`src/rtl/vslc_timer_sched_pkg.sv`:
```
// Shared constants and types for the VSLC timer scheduler: register map and
// scheduler FSM states.
package vslc_timer_sched_pkg;

  localparam logic [3:0] ADDR_PRESCALE    = 4'h0;
  localparam logic [3:0] ADDR_CTRL        = 4'h1;
  localparam logic [3:0] ADDR_ENABLE_SH   = 4'h2;
  localparam logic [3:0] ADDR_COMMIT      = 4'h3;
  localparam logic [3:0] ADDR_PERIOD_BASE = 4'h8;

  typedef enum logic [1:0] {
    IDLE    = 2'd0,
    PENDING = 2'd1,
    APPLY   = 2'd2
  } sched_state_t;

endpackage

```
`src/rtl/tt_um_jimktrains_vslc_prescaler.sv`:
```
// Shared prescaler: toggles timer_clk every prescale+1 cycles while running and
// flags the cycle whose closing edge drives timer_clk from 1 to 0.
module tt_um_jimktrains_vslc_prescaler (
  input  logic        clk,
  input  logic        rst_n,
  input  logic        run,
  input  logic [15:0] prescale,
  input  logic        clear,
  output logic        timer_clk,
  output logic        fall_strobe
);

  logic [15:0] count;
  logic        wrap;

  assign wrap        = run && !clear && (count == prescale);
  // High in the cycle before the falling edge so loads land on that edge.
  assign fall_strobe = wrap && timer_clk;

  always_ff @(posedge clk or negedge rst_n) begin
    if (!rst_n) begin
      count     <= 16'd0;
      timer_clk <= 1'b0;
    end else if (clear || !run) begin
      count     <= 16'd0;
      timer_clk <= 1'b0;
    end else if (wrap) begin
      count     <= 16'd0;
      timer_clk <= ~timer_clk;
    end else begin
      count <= count + 16'd1;
    end
  end

endmodule

```
`src/rtl/tt_um_jimktrains_vslc_timer_sched.sv`:
```
// Config controller and tick scheduler: shadow period/enable registers that are
// committed to the active timer outputs atomically on a timer_clk falling edge.
module tt_um_jimktrains_vslc_timer_sched
  import vslc_timer_sched_pkg::*;
#(
  parameter int NUM_TIMERS = 4
) (
  input  logic                    clk,
  input  logic                    rst_n,
  input  logic                    cfg_valid,
  output logic                    cfg_ready,
  input  logic [3:0]              cfg_addr,
  input  logic [15:0]             cfg_data,
  output logic                    cfg_err,
  output logic                    commit_pending,
  output logic                    timer_clk,
  output logic [16*NUM_TIMERS-1:0] timer_period_a,
  output logic [16*NUM_TIMERS-1:0] timer_period_b,
  output logic [NUM_TIMERS-1:0]   timer_enabled
);

  sched_state_t          state, next_state;
  logic [15:0]           prescale;
  logic                  run;
  logic [NUM_TIMERS-1:0] enable_sh;
  logic [NUM_TIMERS-1:0] commit_mask;
  logic [15:0]           a_sh [NUM_TIMERS];
  logic [15:0]           b_sh [NUM_TIMERS];
  logic                  accept, mapped, commit_req, load, fall_strobe, clear;

  // Config port: a write transfers on a posedge where cfg_valid && cfg_ready;
  // the master holds addr/data stable while valid is high and not yet accepted.
  assign cfg_ready      = (state == IDLE);
  assign commit_pending = (state != IDLE);
  assign accept         = cfg_valid && cfg_ready;
  assign clear          = accept && (cfg_addr == ADDR_PRESCALE);
  assign commit_req     = accept && (cfg_addr == ADDR_COMMIT) && (|cfg_data[NUM_TIMERS-1:0]);

  always_comb begin
    mapped = (cfg_addr <= ADDR_COMMIT);
    for (int i = 0; i < NUM_TIMERS; i++) begin
      if (cfg_addr == ADDR_PERIOD_BASE + 4'(2*i) || cfg_addr == ADDR_PERIOD_BASE + 4'(2*i+1))
        mapped = 1'b1;
    end
  end

  tt_um_jimktrains_vslc_prescaler u_prescaler (
    .clk        (clk),
    .rst_n      (rst_n),
    .run        (run),
    .prescale   (prescale),
    .clear      (clear),
    .timer_clk  (timer_clk),
    .fall_strobe(fall_strobe)
  );

  always_ff @(posedge clk or negedge rst_n) begin
    if (!rst_n) state <= IDLE;
    else        state <= next_state;
  end

  always_comb begin
    next_state = state;
    load       = 1'b0;
    case (state)
      IDLE:    if (commit_req) next_state = run ? PENDING : APPLY;
      PENDING: if (fall_strobe) begin
                 load       = 1'b1;
                 next_state = IDLE;
               end
      APPLY:   begin
                 load       = 1'b1;
                 next_state = IDLE;
               end
      default: next_state = IDLE;
    endcase
  end

  always_ff @(posedge clk or negedge rst_n) begin
    if (!rst_n) begin
      prescale       <= 16'd0;
      run            <= 1'b0;
      enable_sh      <= '0;
      commit_mask    <= '0;
      cfg_err        <= 1'b0;
      timer_period_a <= '0;
      timer_period_b <= '0;
      timer_enabled  <= '0;
      for (int i = 0; i < NUM_TIMERS; i++) begin
        a_sh[i] <= 16'd0;
        b_sh[i] <= 16'd0;
      end
    end else begin
      cfg_err <= accept && !mapped;
      if (accept) begin
        case (cfg_addr)
          ADDR_PRESCALE:  prescale    <= cfg_data;
          ADDR_CTRL:      run         <= cfg_data[0];
          ADDR_ENABLE_SH: enable_sh   <= cfg_data[NUM_TIMERS-1:0];
          ADDR_COMMIT:    commit_mask <= cfg_data[NUM_TIMERS-1:0];
          default: ;
        endcase
        for (int i = 0; i < NUM_TIMERS; i++) begin
          if (cfg_addr == ADDR_PERIOD_BASE + 4'(2*i))   a_sh[i] <= cfg_data;
          if (cfg_addr == ADDR_PERIOD_BASE + 4'(2*i+1)) b_sh[i] <= cfg_data;
        end
      end
      // Only masked channels move; the mask was captured with the COMMIT write.
      if (load) begin
        for (int i = 0; i < NUM_TIMERS; i++) begin
          if (commit_mask[i]) begin
            timer_period_a[16*i +: 16] <= a_sh[i];
            timer_period_b[16*i +: 16] <= b_sh[i];
            timer_enabled[i]           <= enable_sh[i];
          end
        end
      end
    end
  end

endmodule

```
`config.mk`:
```
export PLATFORM = sky130hd
export DESIGN_NAME = tt_um_jimktrains_vslc_timer_sched
export DESIGN_NICKNAME = d
export VERILOG_FILES = /design/src/rtl/vslc_timer_sched_pkg.sv /design/src/rtl/tt_um_jimktrains_vslc_prescaler.sv /design/src/rtl/tt_um_jimktrains_vslc_timer_sched.sv
export SDC_FILE = /design/constraint.sdc
export NUM_CORES = 1
export LEC_CHECK = 0
export ABC_AREA = 1
export CAP_MARGIN = 20
export CORE_MARGIN = 1
export CORE_UTILIZATION = 55
export DETAILED_ROUTE_END_ITERATION = 16
export GPL_TIMING_DRIVEN = 1
export HOLD_SLACK_MARGIN = 0.15
export PLACE_DENSITY = 0.85
export SETUP_SLACK_MARGIN = 0.02
export SLEW_MARGIN = 20
export SYNTH_ARGS = -nofsm -noshare
export SYNTH_HDL_FRONTEND = slang
export SYNTH_SLANG_ARGS = --single-unit
export TNS_END_PERCENT = 30
```
`constraint.sdc`:
```
create_clock -name clk -period 3.2 [get_ports clk]
set_input_delay 0.48 -clock clk [delete_from_list [all_inputs] [get_ports clk]]
set_output_delay 0.48 -clock clk [all_outputs]
set_load 0.05 [all_outputs]
```
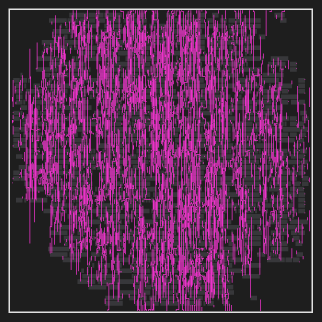
(M2 wires)
Drawn at 2 px/um. Cells faint in the background.
nets with wire on the layer = 1197
main direction = vertical
longest straight run = 74.1 um

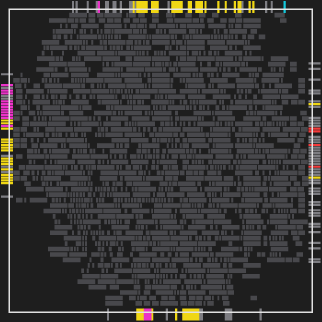
(I/O pins on the die edge)
Drawn at 2 px/um. Pins as bars across the die edge, other pins in gray.
red -> `timer_enabled`  # pins 4, direction output, edge right
cyan -> `rst_n`  # pins 1, direction input, edge top
yellow -> `timer_period_b`  # pins 64, direction output, edge 31 top, 16 left, 15 bottom, 2 right
magenta -> `cfg_data`  # pins 16, direction input, edge 11 left, 4 bottom, 1 top
all pins by edge = 49 top, 47 right, 35 left, 28 bottom

-- kinds of logic after synthesis --
group	after synthesis
xor+xnor	12
buf+inv	151
fa+ha+maj	4
flops	305
compound gates	175
simple gates	648
-- worst paths after layout --
check / slack (ns) / depth (start not counted) / to
setup / recovery: 0.53 / 4 / commit_pending
hold / removal: 0.47 / 2 / timer_period_a[10]
setup reg to reg: 0.56 / 12 / timer_period_b[56]
hold reg to reg: 0.47 / 2 / timer_period_a[10]
max in group asynchronous: 1.79 / 3 / timer_period_a[54]
min in group asynchronous: 0.49 / 2 / timer_period_b[26]
-- placed cells by master, fill, tap and decap left out, types with 2 or more instances in the layout --
cell type        count
a21oi_1              7
buf_12               3
buf_4               22
bufinv_16            4
clkbuf_1             4
clkbuf_16           31
clkbuf_8            11
clkdlybuf4s50_1    157
clkinv_2             6
dfrtp_1            305
diode_2              4
ha_1                 3
inv_1               57
inv_2                4
nand2_1            465
nand3_1             12
nand3_2              4
nand4_1            140
nor2_1              17
nor3_1               4
nor4_1               2
o21ai_0            164
o21ai_1              2
xnor2_1             11
-- cells in the mapped netlist --
master / n
buf_1: 4
xor2_1: 1
a31oi_1: 1
nor4_1: 2
dfrtp_1: 305
nor3_1: 4
clkbuf_1: 60
buf_6: 9
nand3_1: 12
nand3_2: 4
buf_2: 17
a21oi_1: 7
xnor2_1: 11
nor2_2: 1
o211ai_1: 1
nand2_4: 1
o21ai_1: 2
inv_1: 57
nand4_2: 1
ha_1: 4
nand4_1: 140
o21ai_0: 164
or2_2: 1
inv_2: 4
nor2_1: 17
nand2_1: 465
-- report_power, final --
| part | internal (uW) | switching [uW] | total, uW |
|---|---|---|---|
| clock network | 2340 | 1460 | 3800 |
| registers | 5430 | 1020 | 6460 |
| logic | 2020 | 4740 | 6750 |
==> impl_metrics.yaml <==
# yosys + openroad results
die:
  die-area_mm2: 0.0227
  tap_cells: 280
  die_y_um: 151
  ios: 159
  core_util_floorplan: 0.560
  coreArea_mm2: 0.0218
  die_width_um: 151
  core.rowCount: 54
drt:
  top_layer_used: "met5"
  ant_nets: 0
  wl_per_cell_um: 18.8
  first_pass_iters: 6
  vias_per_cell: 5.81
  wl_met3_um: 3180
  met2RoutedLength_um: 15500
  drt_iter0_drc: 1259
  wl_met1_um: 12900
clock_tree:
  cts_hold_buf: 1
  htreeDepth: 1
  clkTransAtPathRegs_ns: 0.06
  clk_latency_ns: 0.55
  cts_buffers: 30
  cts-resized-gates: 0
  cts_tree: "built"
  cts_sinks: 305
  clock-root-buffer: "clkbuf_16"
cells_and_area:
  filler_cell_count: 1557
  syn_to_final_growth_pct: 23.5
  comb.multi_input.count: 839
  logic_area_mm2: 0.00390
  largest_class: "sequential cells"
  clock_buffers: 46
  buffer_area_frac: 0.121
  fin_area_mm2: 0.0150
  n_all_buffers: 184
  nNonClkInverters: 61
  seq_share: 0.508
timing:
  setup_violations: 0
  clock.fmax_mhz: 375
  tightest_slew_ns: 0.830
  post-route-period-util: 0.834
  finalWorstSetupSlack_ns: 0.532
  clock_skew_ns: 0.0180
  setup_tns_ns: 0
  min_period_ns: 2.67
  drv_slew: 0
  timing.hold.ws_ns: 0.469
run:
  drv_cap: 0
power:
  p_leak_uw: 0.00745
  p_total_uw: 17000
placement:
  dpl.cell_count: 1668
  gp_congestion: 0.865
  dp_hpwl_um: 19100
  place_ws_ns: 0.426
  io_buffers: 158
critical_path:
  reg2reg_from: "state[0]"
  critPathLaunch: "state[0]"
  path_buffers: 3
  path_delay_family: "buffers and inverters"
  cp_cell_sequence: "inv_1 > ha_4 > inv_1 > clkdlybuf4s50_1"
  arrival_ns: 2.19
  end_kind: "output port"
  slowest_stage: "clkdlybuf4s50_1"
  cpMostUsedCell: "inv_1"
  crit_required_ns: 2.72
  worstPathMaxFanout: 5
  slowest_delay_ns: 0.82
synth:
  largest_area_cell: "dfrtp_1"
  yosysTopAreaCellShare: 0.627
  synth_cells: 1295
  topCombFamilyByArea: "simple AND/OR/NAND/NOR gates"
  mux_share: 0
  synth_area_mm2: 0.0122
  synth_cell_types: 26
  xor_share: 0.00863
  area_leaders: "dfrtp_1 63%, nand2_1 14%, nand4_1 7.2%"
  syn_area_per_cell_um2: 9.40
  synthesis.nets: 1322
  yosysChipArea_mm2: 0.0122
  synth_flops: 305
  ys_cells: 1295
grt:
  gr-usage-all-layers: 0.294
  met2_usage: 0.469
  antenna_found_initial: 5
  gr-total-overflow: 0
  grt_use_met1: 0.405
worst_hold_path:
  min_path_type: "flip-flop to flip-flop"
  worstHoldStart: "timer_period_a[10]"
outcome:
  outcome: "finished, final reports clean"
Power figures rest on the tool's default switching activity, not on a simulated workload.
